**config.mk**
```make
export PLATFORM = sky130hd
export DESIGN_NAME = serial_sub
export DESIGN_NICKNAME = d
export VERILOG_FILES = /design/src/rtl/serial_sub.sv
export SDC_FILE = /design/constraint.sdc
export NUM_CORES = 1
export LEC_CHECK = 0
export CAP_MARGIN = 20
export CORE_MARGIN = 4
export CORE_UTILIZATION = 56
export CTS_BUF_LIST = sky130_fd_sc_hd__clkbuf_2
export CTS_CLUSTER_DIAMETER = 120
export DETAILED_ROUTE_END_ITERATION = 16
export GPL_TIMING_DRIVEN = 0
export HOLD_SLACK_MARGIN = 0.12
export PLACE_DENSITY = 0.86
export SLEW_MARGIN = 20
export SYNTH_ARGS = -nofsm -noshare
export SYNTH_HDL_FRONTEND = slang
export SYNTH_SLANG_ARGS = --single-unit
```
**constraint.sdc**
```tcl
create_clock -name clk -period 2.2 [get_ports clk]
set_input_delay 0.22 -clock clk [delete_from_list [all_inputs] [get_ports clk]]
set_output_delay 0.22 -clock clk [all_outputs]
set_load 0.05 [all_outputs]
```
**src/rtl/serial_sub.sv**
```systemverilog
// serial_sub: bit-serial subtractor computing a - b - bin one bit per clock
// through a single full-subtractor cell, with valid/ready on both sides.
module serial_sub #(
  parameter int WIDTH = 3
) (
  input  logic             clk,
  input  logic             rst_n,
  input  logic             in_valid,
  output logic             in_ready,
  input  logic [WIDTH-1:0] a,
  input  logic [WIDTH-1:0] b,
  input  logic             bin,
  output logic             out_valid,
  input  logic             out_ready,
  output logic [WIDTH-1:0] diff,
  output logic             bout,
  output logic             busy
);

  // One extra counter bit so the count never wraps before WIDTH bits are done.
  localparam int CNT_W = $clog2(WIDTH) + 1;
  localparam logic [CNT_W-1:0] CNT_LAST = CNT_W'(WIDTH - 1);
  localparam logic [CNT_W-1:0] CNT_ONE  = CNT_W'(1);

  localparam logic [1:0] S_IDLE  = 2'd0;
  localparam logic [1:0] S_SHIFT = 2'd1;
  localparam logic [1:0] S_DONE  = 2'd2;

  logic [1:0]       state_q, state_d;
  logic [CNT_W-1:0] cnt_q, cnt_d;
  logic [WIDTH-1:0] ra_q, ra_d;
  logic [WIDTH-1:0] rb_q, rb_d;
  logic [WIDTH-1:0] rd_q, rd_d;
  logic             br_q, br_d;
  // Published result, updated only on the final shift so it stays put
  // between results (including while the next operation is shifting).
  logic [WIDTH-1:0] diff_q, diff_d;
  logic             bout_q, bout_d;

  // Full-subtractor cell on the current LSBs.
  logic bit_a, bit_b, d_bit, borrow;
  logic last_bit;

  assign bit_a    = ra_q[0];
  assign bit_b    = rb_q[0];
  assign d_bit    = bit_a ^ bit_b ^ br_q;
  assign borrow   = (~bit_a & bit_b) | (~(bit_a ^ bit_b) & br_q);
  assign last_bit = (cnt_q == CNT_LAST);

  // Shifted views: operands move right with zero fill, difference bit
  // enters at the MSB of the result register.
  logic [WIDTH-1:0] ra_shifted, rb_shifted, rd_shifted;

  generate
    for (genvar gi = 0; gi < WIDTH; gi++) begin : g_shift
      if (gi == WIDTH - 1) begin : g_top
        assign ra_shifted[gi] = 1'b0;
        assign rb_shifted[gi] = 1'b0;
        assign rd_shifted[gi] = d_bit;
      end else begin : g_mid
        assign ra_shifted[gi] = ra_q[gi+1];
        assign rb_shifted[gi] = rb_q[gi+1];
        assign rd_shifted[gi] = rd_q[gi+1];
      end
    end
  endgenerate

  // Next-state logic for the IDLE -> SHIFT -> DONE sequence and datapath.
  always_comb begin
    state_d = state_q;
    cnt_d   = cnt_q;
    ra_d    = ra_q;
    rb_d    = rb_q;
    rd_d    = rd_q;
    br_d    = br_q;
    diff_d  = diff_q;
    bout_d  = bout_q;
    case (state_q)
      S_IDLE: begin
        if (in_valid) begin
          ra_d    = a;
          rb_d    = b;
          br_d    = bin;
          cnt_d   = '0;
          state_d = S_SHIFT;
        end
      end
      S_SHIFT: begin
        ra_d  = ra_shifted;
        rb_d  = rb_shifted;
        rd_d  = rd_shifted;
        br_d  = borrow;
        cnt_d = cnt_q + CNT_ONE;
        if (last_bit) begin
          diff_d  = rd_shifted;
          bout_d  = borrow;
          state_d = S_DONE;
        end
      end
      S_DONE: begin
        if (out_ready) begin
          state_d = S_IDLE;
        end
      end
      default: begin
        state_d = S_IDLE;
      end
    endcase
  end

  // State registers with synchronous active-low reset taking priority.
  always_ff @(posedge clk) begin
    if (!rst_n) begin
      state_q <= S_IDLE;
      cnt_q   <= '0;
      ra_q    <= '0;
      rb_q    <= '0;
      rd_q    <= '0;
      br_q    <= 1'b0;
      diff_q  <= '0;
      bout_q  <= 1'b0;
    end else begin
      state_q <= state_d;
      cnt_q   <= cnt_d;
      ra_q    <= ra_d;
      rb_q    <= rb_d;
      rd_q    <= rd_d;
      br_q    <= br_d;
      diff_q  <= diff_d;
      bout_q  <= bout_d;
    end
  end

  // Handshake outputs are pure state decodes; no input reaches an output.
  assign in_ready  = (state_q == S_IDLE);
  assign out_valid = (state_q == S_DONE);
  assign busy      = ~in_ready;
  assign diff      = diff_q;
  assign bout      = bout_q;

endmodule

```
**Cell sizes after repair**

(10 px per um)
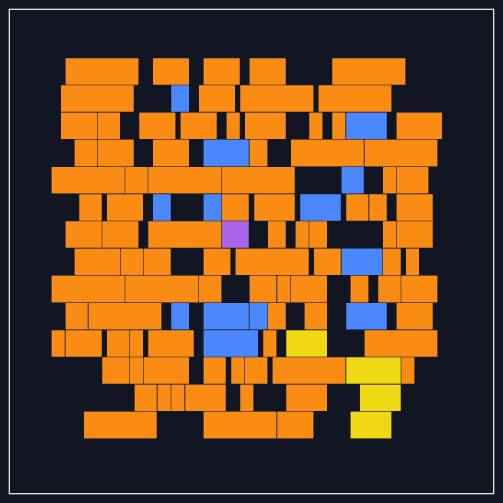
size	color	cells	most used
x6 and larger	yellow	4	buf_6
x3 and x4	purple	1	buf_4
x1 and smaller	orange	91	dfxtp_1
x2	blue	13	o221a_2

**Layout detail**

Window x 12 to 37, y 12 to 37 um. Cells in gray, sequential cells in the stronger gray; small squares are vias.
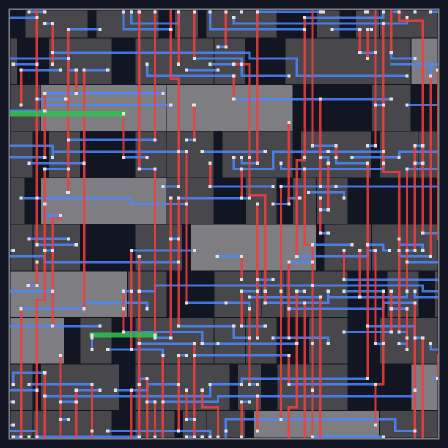
layer	color
M1	blue
M2	red
M3	green
netlist names of flops here include	`state_q` (2)
cells with their middle in the window	57
most frequent	dfxtp_1 (6)
sequential cells in the window	6

==> impl_metrics.py <==
# Generated from Yosys and OpenROAD reports
metrics = {
    "detailed_routing": {
        "drtPass1Iterations": 3,
        "met2_length_um": 804,
        "vias": 666,
        "met1_length_um": 787,
        "dr_wl_met3_um": 82,
        "wl_per_cell_um": 13.4,
        "route.detailed.drc": 0,
        "wirelength_um": 1680,
        "dr.max_layer_used": "met4",
        "first_iter_violations": 11,
        "final_antenna_net_count": 0,
        "vias_per_cell": 5.33,
    },
    "synth": {
        "syn_area_sq_um": 910,
        "yosys.stat.chipArea_sq_um": 910,
        "ys_cells": 91,
        "ys_seq_share_pct": 39.6,
        "syn_nets": 105,
        "syn_area_per_cell_sq_um": 10.0,
        "ys_ff": 18,
        "yosysUniqueCellTypes": 32,
        "yosys_warnings": 0,
        "synthCells": 91,
    },
    "placed_design": {
        "io_buffers": 15,
        "place_congestion": 0.759,
        "place_inst": 122,
        "place_area_sq_um": 1080,
        "place_ws_ps": 250,
        "dp_hpwl_um": 1260,
    },
    "cells_and_area": {
        "largestClassByArea": "multi-input combinational cells",
        "inv_count": 7,
        "antenna_cells": 0,
        "n_all_buffers": 23,
        "nClkBuffers": 3,
        "drive_above_1_share_pct": 16.5,
        "fillers": 130,
        "area_delta_synth_final_pct": 20.8,
        "logic_area_sq_um": 453,
        "seq_area_share_pct": 32.8,
        "mostFrequentLayoutCell": "dfxtp_1",
        "final_core_util_pct": 72.1,
        "logic_gate_count": 58,
        "clk_share_pct": 1.37,
        "most-common-layout-cells": "dfxtp_1, clkdlybuf4s50_1, nor2b_1",
        "comb_area_share_pct": 41.2,
        "design_area_sq_um": 1100,
        "final_cells": 125,
        "seq_cells": 18,
        "final-nonclk-buf-share_pct": 20.4,
        "seq_area_sq_um": 360,
        "fin_nets": 125,
    },
    "clock_network": {
        "insertion_delay_ps": 290,
        "clock_sinks": 18,
        "cts_tree": "built",
        "htree_levels": 1,
        "clk_pin_slew_ps": 160,
        "clk_path_buf_depth": 2,
        "cts_inserted_buffers": 3,
        "root_buffer": "clkbuf_2",
    },
    "worst_setup_path": {
        "cp-endpoint": "in_ready",
        "rr_worst_depth": 6,
        "start_kind": "flop",
        "cp_slowest_cell": "dlygate4sd2_1",
        "cp-end-kind": "output port",
        "crit_type": "reg2out",
        "cp.arrival_ps": 1800,
        "slowest_delay_ps": 510,
        "worstReg2RegEnd": "diff[0]$_SDFFE_PN0P_",
        "timing.rr.start": "cnt_q[0]$_SDFFE_PN0P_",
        "cp_max_fo": 10,
        "r2r_slack_ps": 860,
        "crit_chain": "buf_6, buf_8, or2_2, inv_1, dlygate4sd2_1",
        "startpoint": "state_q[0]$_SDFFE_PN0P_",
        "crit_required_ps": 1980,
    },
    "power_and_ir_drop": {
        "power_switching_uw": 170,
        "pwr-share-clk_pct": 21.3,
        "p_int_uw": 449,
        "leakage_nw": 0.473,
        "combPwrFrac_pct": 21.1,
        "ir_drop_v": 0.000455,
        "swShare_pct": 27.4,
        "seqPwrFrac_pct": 57.6,
        "p_total_uw": 619,
        "p_per_area_nw_per_um2": 564,
    },
    "floorplanning": {
        "ios": 18,
        "dieArea_sq_um": 2330,
        "std_cell_rows": 14,
        "taps": 16,
        "fp_util_pct": 59.7,
        "die_h_um": 48.3,
        "coreArea_sq_um": 1520,
        "die_x_um": 48.3,
    },
    "sta": {
        "setup_viol": 0,
        "hold_ws_ps": 227,
        "setup_tns_ps": 0,
        "finalClockPeriodUsage_pct": 92.0,
        "timing.final.ws_setup_ps": 177,
        "fmax_ghz": 0.494,
        "clock_skew_ps": 11.1,
        "slew_viol_final": 0,
        "period_minus_slack_ps": 2020,
        "maxSlewHeadroom_pct": 66.3,
        "hold_viol": 0,
        "rsz0062_at_grt": "no",
        "worstMarginPinSlew_ps": 504,
    },
    "flow_run": {
        "maxCapViolCount": 0,
        "warnings": 27,
    },
    "grt": {
        "grt_use_total_pct": 15.8,
        "grt-ovfl-total": 0,
        "grt_util_met3_pct": 3.68,
        "grt_max_degree": 11,
        "antenna_found_initial": 0,
        "grt_util_met2_pct": 25.2,
        "grt_pass1_vias": 746,
        "grt_pass1_wl_um": 3090,
    },
    "min_path": {
        "hold_path_class": "in2reg",
        "hold_path_startpoint": "in_valid",
        "whs_endpoint": "ra_q[2]$_SDFFE_PN0P_",
        "min_path_cells": 3,
    },
    "outcome": {
        "status": "complete, no violations",
    },
}
**Signal wires on met2**

(8 px per um)
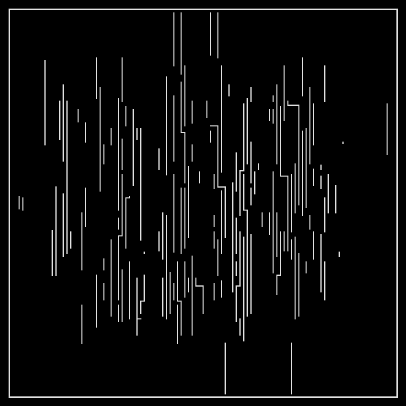
longest straight run	19.0 um
share of all routed wire	48%
main direction	vertical
nets with wire on the layer	105

**Routing congestion map**

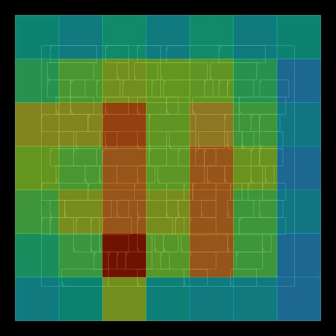
GR peak layer: met2
grt met1 use: 20.0%

## power groups by stage
stage               combinational [mW]  clock (mW)  sequential (mW)
detailed placement               0.133           0            0.364
floorplan                       0.0930           0            0.362
finish                           0.131       0.132            0.357
CTS                              0.133       0.138            0.357
global placement                 0.131           0            0.363
global route                     0.146       0.153            0.359
## cells in the mapped netlist, drive strengths merged
library cell	count	area share, %
o21a	2	1.7
and2b	1	0.83
mux2i	5	5.5
nor2	6	2.5
o221a	5	6.2
fa	1	2.2
nor2b	9	6.2
o221ai	1	1.7
o21ba	1	1.1
ha	2	2.8
buf	7	7.3
nand4bb	3	3.7
nand2b	1	0.69
clkbuf	1	0.41
o211a	1	1.1
and2	2	1.4
or2	1	0.69
o21ai	2	1.1
a21oi	5	2.8
inv	7	2.9
and4bb	1	1.4
nor3b	2	2.2
o22ai	1	0.69
dfxtp	18	40
nand2	3	1.2
a21boi	2	1.7
a31oi	1	0.69
## cell families (layout without fill, tap and decap cells)
logic type / count (synthesis) / in the layout / share of synthesized area, %
multiplexers: 5 / 5 / 5.50
AND/OR/NAND/NOR: 29 / 29 / 20.8
buffers and inverters: 15 / 33 / 10.6
adder cells (fa/ha/maj): 3 / 3 / 4.95
AND-OR/OR-AND: 21 / 21 / 18.6
flip-flops: 18 / 18 / 39.6
## critical path: cells and delay by family (launching register included)
| kind | cells | cell delay, ps |
|---|---|---|
| buffers and inverters | 4 | 840 |
| flip-flops | 1 | 370 |
| AND/OR/NAND/NOR | 1 | 300 |
## flip-flops by register name (all words and copies together), names as in the netlist
name     count
rb_q         3
br_q         1
state_q      2
ra_q         3
diff         3
cnt_q        3
rd_q         2
bout         1
## what timing repair did
item	in CTS	in global routing
setup buffers	0	0
resized	1	2
endpoints found under the setup margin	1	2
hold buffers	0	0
Power and IR drop assume default switching activity.
